===== src/rtl/mem_ctl_pkg.sv =====
// Shared types for the SRAM data-memory controller: FSM state encoding,
// operation type and wait-counter width.
package mem_ctl_pkg;

    // Controller phases; the 2-bit encoding is fixed so that state dumps
    // from older tooling line up.
    typedef enum logic [1:0] {
        IDLE   = 2'd0,
        SETUP  = 2'd1,
        ACCESS = 2'd2,
        DONE   = 2'd3
    } state_t;

    // Operation latched at request time.
    typedef enum logic {
        OP_RD = 1'b0,
        OP_WR = 1'b1
    } op_t;

    // Wait-state down-counter width (covers WAIT_STATES 0..15).
    localparam int CNT_W = 4;

endpackage


===== src/rtl/mem_ctl.sv =====
// Data-memory controller between the core memory port and an asynchronous
// 16-bit SRAM. Each request runs SETUP -> ACCESS (WAIT_STATES+1 cycles) ->
// DONE. All SRAM strobes and core handshake outputs are decoded from
// registered state only, so no core input reaches an output combinationally.
module mem_ctl #(
    parameter int WAIT_STATES = 2,
    parameter int ADDR_W      = 16
) (
    input  logic              clk,
    input  logic              rst,
    input  logic [15:0]       cpu_addr,
    input  logic [15:0]       cpu_wdata,
    input  logic              cpu_rd,
    input  logic              cpu_wr,
    output logic [15:0]       cpu_rdata,
    output logic              cpu_busy,
    output logic              cpu_ready,
    output logic [ADDR_W-1:0] sram_addr,
    output logic [15:0]       sram_dq_out,
    output logic              sram_dq_oe,
    input  logic [15:0]       sram_dq_in,
    output logic              sram_ce_n,
    output logic              sram_oe_n,
    output logic              sram_we_n
);
    import mem_ctl_pkg::*;

    localparam logic [CNT_W-1:0] WS_INIT = CNT_W'(WAIT_STATES);

    state_t             state_q, state_d;
    op_t                op_q, op_d;
    logic [CNT_W-1:0]   cnt_q, cnt_d;
    logic [ADDR_W-1:0]  addr_q, addr_d;
    logic [15:0]        wdata_q, wdata_d;
    logic [15:0]        rdata_q, rdata_d;

    // Next-state logic: request capture in IDLE, wait counting in ACCESS,
    // read data capture on the edge that ends the last ACCESS cycle.
    always_comb begin
        state_d = state_q;
        op_d    = op_q;
        cnt_d   = cnt_q;
        addr_d  = addr_q;
        wdata_d = wdata_q;
        rdata_d = rdata_q;
        case (state_q)
            IDLE: begin
                // Write wins when both strobes are raised together.
                if (cpu_rd || cpu_wr) begin
                    state_d = SETUP;
                    op_d    = cpu_wr ? OP_WR : OP_RD;
                    addr_d  = cpu_addr[ADDR_W-1:0];
                    wdata_d = cpu_wdata;
                end
            end
            SETUP: begin
                state_d = ACCESS;
                cnt_d   = WS_INIT;
            end
            ACCESS: begin
                if (cnt_q == '0) begin
                    state_d = DONE;
                    if (op_q == OP_RD) begin
                        rdata_d = sram_dq_in;
                    end
                end else begin
                    cnt_d = cnt_q - 1'b1;
                end
            end
            DONE: begin
                // Strobes here are deliberately ignored; the core re-issues
                // only after seeing ready.
                state_d = IDLE;
            end
            default: state_d = IDLE;
        endcase
    end

    // State registers with synchronous active-low reset; a reset mid-access
    // abandons the transaction and drops every strobe on the next cycle.
    always_ff @(posedge clk) begin
        if (!rst) begin
            state_q <= IDLE;
            op_q    <= OP_RD;
            cnt_q   <= '0;
            addr_q  <= '0;
            wdata_q <= '0;
            rdata_q <= '0;
        end else begin
            state_q <= state_d;
            op_q    <= op_d;
            cnt_q   <= cnt_d;
            addr_q  <= addr_d;
            wdata_q <= wdata_d;
            rdata_q <= rdata_d;
        end
    end

    // Output decode from registered state only. Write data stays driven
    // through DONE for hold time; we_n is only low inside ACCESS, where
    // dq_oe is already high, and oe_n/we_n are exclusive by op type.
    assign cpu_rdata   = rdata_q;
    assign cpu_busy    = (state_q == SETUP) || (state_q == ACCESS);
    assign cpu_ready   = (state_q == DONE);
    assign sram_addr   = addr_q;
    assign sram_dq_out = wdata_q;
    assign sram_ce_n   = !((state_q == SETUP) || (state_q == ACCESS));
    assign sram_oe_n   = !((state_q == ACCESS) && (op_q == OP_RD));
    assign sram_we_n   = !((state_q == ACCESS) && (op_q == OP_WR));
    assign sram_dq_oe  = (op_q == OP_WR) && (state_q != IDLE);

endmodule

===== config.mk =====
export PLATFORM = sky130hd
export DESIGN_NAME = mem_ctl
export DESIGN_NICKNAME = d
export VERILOG_FILES = /design/src/rtl/mem_ctl_pkg.sv /design/src/rtl/mem_ctl.sv
export SDC_FILE = /design/constraint.sdc
export NUM_CORES = 1
export LEC_CHECK = 0
export CORE_MARGIN = 4
export CORE_UTILIZATION = 25
export CTS_CLUSTER_DIAMETER = 50
export DETAILED_ROUTE_END_ITERATION = 8
export PLACE_DENSITY = 0.65
export SETUP_SLACK_MARGIN = 0.02
export SLEW_MARGIN = 20
export SYNTH_ARGS = -nofsm -noshare
export SYNTH_HDL_FRONTEND = slang
export SYNTH_SLANG_ARGS = --single-unit

===== constraint.sdc =====
create_clock -name clk -period 2 [get_ports clk]
set_input_delay 0.3 -clock clk [delete_from_list [all_inputs] [get_ports clk]]
set_output_delay 0.3 -clock clk [all_outputs]
set_load 0.01 [all_outputs]

Zoomed window:
Scale bar: 5 um. Window x 42 to 62, y 62 to 82 um. Cells in grey, sequential cells in the stronger grey; small squares are vias.
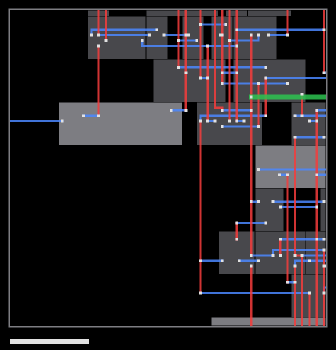
colour	layer
red	met2
blue	met1
green	met3
cells with their middle in the window	16
most frequent	inv_1 (2), and3_1 (2), ha_1 (2)
sequential cells in the window	2
netlist names of flops here include	cnt_q (1), state_q (1)

Selected gate families:
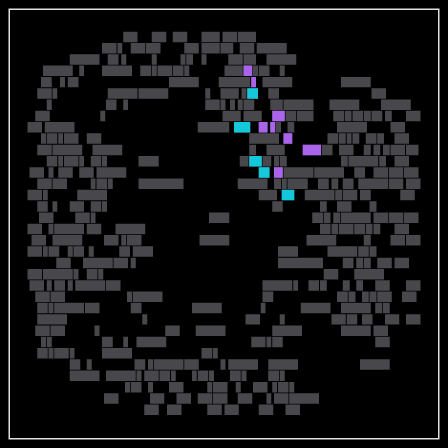
colour	family	cells	most used
purple	NOR gates	8	nor2b_1
cyan	AND-OR and OR-AND gates	5	o21a_1
non-filler cells, final: 471
most numerous logic cell after layout: clkdlybuf4s50_1
multi-input gate share of total cell area: 29.4%

==> ci_impl_report.md <==
## Synthesis and layout report

| Metric | Value |
|---|---|
| Seq/Total Area, Yosys | `between 40% and 50%` |
| Yosys cell count | `262` |
| Vias in the first global route | `roughly 2100` |
| Ys Warns | `0` |
| Worst VDD drop | `between 0.3 and 0.4 mV` |
| Max-Cap Viols | `0` |
| Internal | `2.78 mW` |
| Area leader share | `48.8%` |
| Worst-path cell chain | `inv_1 > ha_1 > nor2b_2 > inv_2 > dlygate4sd2_1` |
| Layout cell share with drive strength beyond 1 | `6.61%` |
| Combinational gate power | `~1.8 mW` |
| Pins over their slew limit | `0` |
| Core Util, Final | `between 40 and 50%` |
| CP required | `about 1.7 ns` |
| Avg Vias per Cell | `roughly 4.5` |
| Outcome | `complete, no violations` |
| YS chip area | `2260 um^2` |
| Grt met3 use | `under 10%` |
| Synthesis-stage register bit count | `about 55` |
| Slew @ Worst Pin | `0.475 ns` |
| Commonest flop | `dfxtp_1` |
| Post-synth cell types | `28` |
| Total length of routed wires | `6.12 mm` |
| Tot Pwr | `between 4 and 5 mW` |
| GRT Residual Overflow | `0` |
| Worst slew margin | `68.3%` |
| Mean Syn Cell Area | `roughly 8.6 um^2` |
| CTS buffer count | `5` |
| GR met1 Demand/Resource | `between 10% and 20%` |
| RSZ-0062 raised after global routing | `false` |
| DIE AREA | `~11000 um^2` |
| Half-perimeter wire length after detailed placement | `around 4.4 mm` |
| # port buffers | `~110` |
| Largest net degree at the start of global routing | `34` |
| CP Max Fanout | `5` |
| Core ar. | `roughly 8800 um^2` |
| Fin crit share | `between 90% and 100%` |
| CTS Hold Bufs | `0` |
| GP Congestion | `between 0.7 and 0.8` |
| Final setup vio count | `0` |
| CP peak stage delay | `0.35 ns` |
| Endpoint type of the worst setup path | `primary output` |
| Max Root-Sink Buffers | `2` |
| Reg clk slew, reported paths | `0.10 ns` |
| Top pwr grp | `combinational cells` |
| Setup crit start kind | `flip-flop` |
| Highest Clock Rate | `between 500 and 600 MHz` |
| CTS tree | `built` |
| NetSw | `between 1 and 1.5 mW` |
| Floorplan Nets | `about 320` |
| DRC Markers | `0` |
| CP bufs+invs | `3` |
| Top non-seq family | `AND-OR/OR-AND gates` |
| Dpl ws | `about 0.24 ns` |
| Power density cells | `about 1200 nW/um^2` |
| Final hold vios | `0` |
| Post-DRT Antenna Nets | `0` |
| Async set or reset register ratio after synthesis | `0%` |
| Slowest cell on crit path | `dfxtp_2` |
| Detailed router's first-iteration violation count | `~70` |
| Root buf cell | `clkbuf_8` |
| Sequential share of power | `a little over a third` |
| Synth Cell Area | `2260 um^2` |
| FP Util | `25.8%` |
| Die Span Y | `between 100 and 150 um` |
Routed metal per tile:
21 x 21 tiles, from white (low) to dark blue (high), scaled to the fullest tile. Values are wire area over tile area, all layers added.
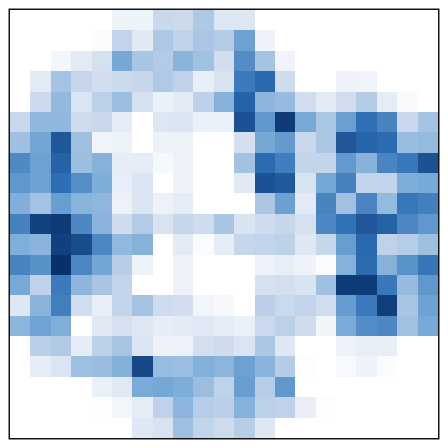
fullest tile	0.36
emptiest ninth of the die	bottom right
mean over tiles	0.095
nearly empty tiles	26%
tiles over half the peak	20%
per-cell routed wire length: 13.0 um
total number of vias: 2138
total track usage: 11.4%

The clock network:
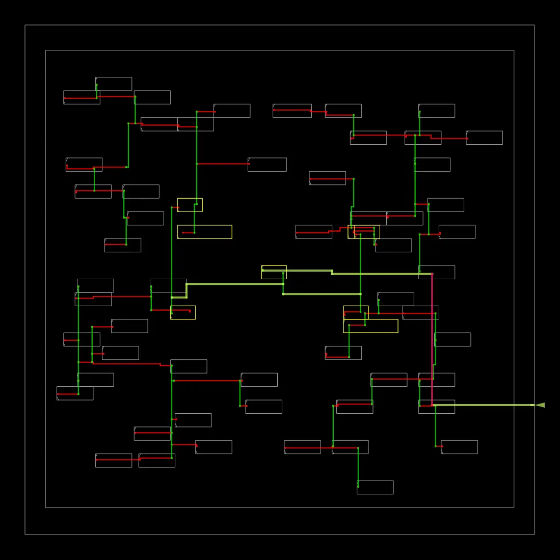
Latency at later pin: 0.31 ns
# clk buffers: 6
Clock Sinks: 55
P_clk: 858 uW

[cells by family after synthesis]
group,after synthesis
buffers and inverters,25
AOI/OAI and AO/OA,77
DFF,55
adders and majority gates,5
and+or+nand+nor,99
muxes,1
[worst paths after layout]
path | start | slack [ns] | to | depth (start not counted)
worst max-delay path | state_q[0] | 0.19 | sram_oe_n | 5
worst min-delay path | sram_dq_out[12] | 0.47 | sram_dq_out[12] | 2
worst max register to register | cnt_q[0] | 0.25 | cnt_q[1] | 5
worst min register to register | sram_dq_out[12] | 0.47 | sram_dq_out[12] | 2
[tightest hold or removal path, stage by stage (launching register included)]
cell and delay [ns]:
dfxtp_1 0.32, nand2_1 0.04, a21boi_0 0.06
[final cells by class]
type / instances / area [um^2]
Clock buffer: 6 / 72.6
Clock inverter: 2 / 60.1
Fill cell: 866 / 5170
Inverter: 6 / 22.5
Multi-Input combinational cell: 182 / 1050
Sequential cell: 55 / 1100
Tap cell: 108 / 135
Timing Repair Buffer: 112 / 1140
[metal layers]
metal | wire length, um | up-vias
li1 | - | 1078
met1 | 2640 | 979
met2 | 2760 | 79
met3 | 695 | 2
met4 | 26 | 0
met5 | 0 | -
[Yosys cell counts (all sizes together) (4+ instances only)]
cell type,n
nand2,69
dfxtp,55
a21boi,51
o21ai,19
nand3,18
buf,10
clkbuf,9
inv,6
ha,5
nor2b,4
[state kept, by name (all words and copies together) (netlist names)]
signal,flops
cpu_rdata,16
cnt_q,4
sram_addr,16
state_q,2
op_q,1
sram_dq_out,16
[what timing repair did]
action / 4_1_cts / 5_1_grt
resized: 5 / 3
cloned: 0 / 0
endpoints found under the setup margin: 3 / 3
[stage by stage]
stage | std cells | cell area (um^2)
after floorplan | 262 | 2260
after global placement | 463 | 3450
after detailed placement | 463 | 3450
after CTS | 471 | 3580
after global routing | 471 | 3590
final | 471 | 3590
Power is estimated from default activity; no workload was simulated.
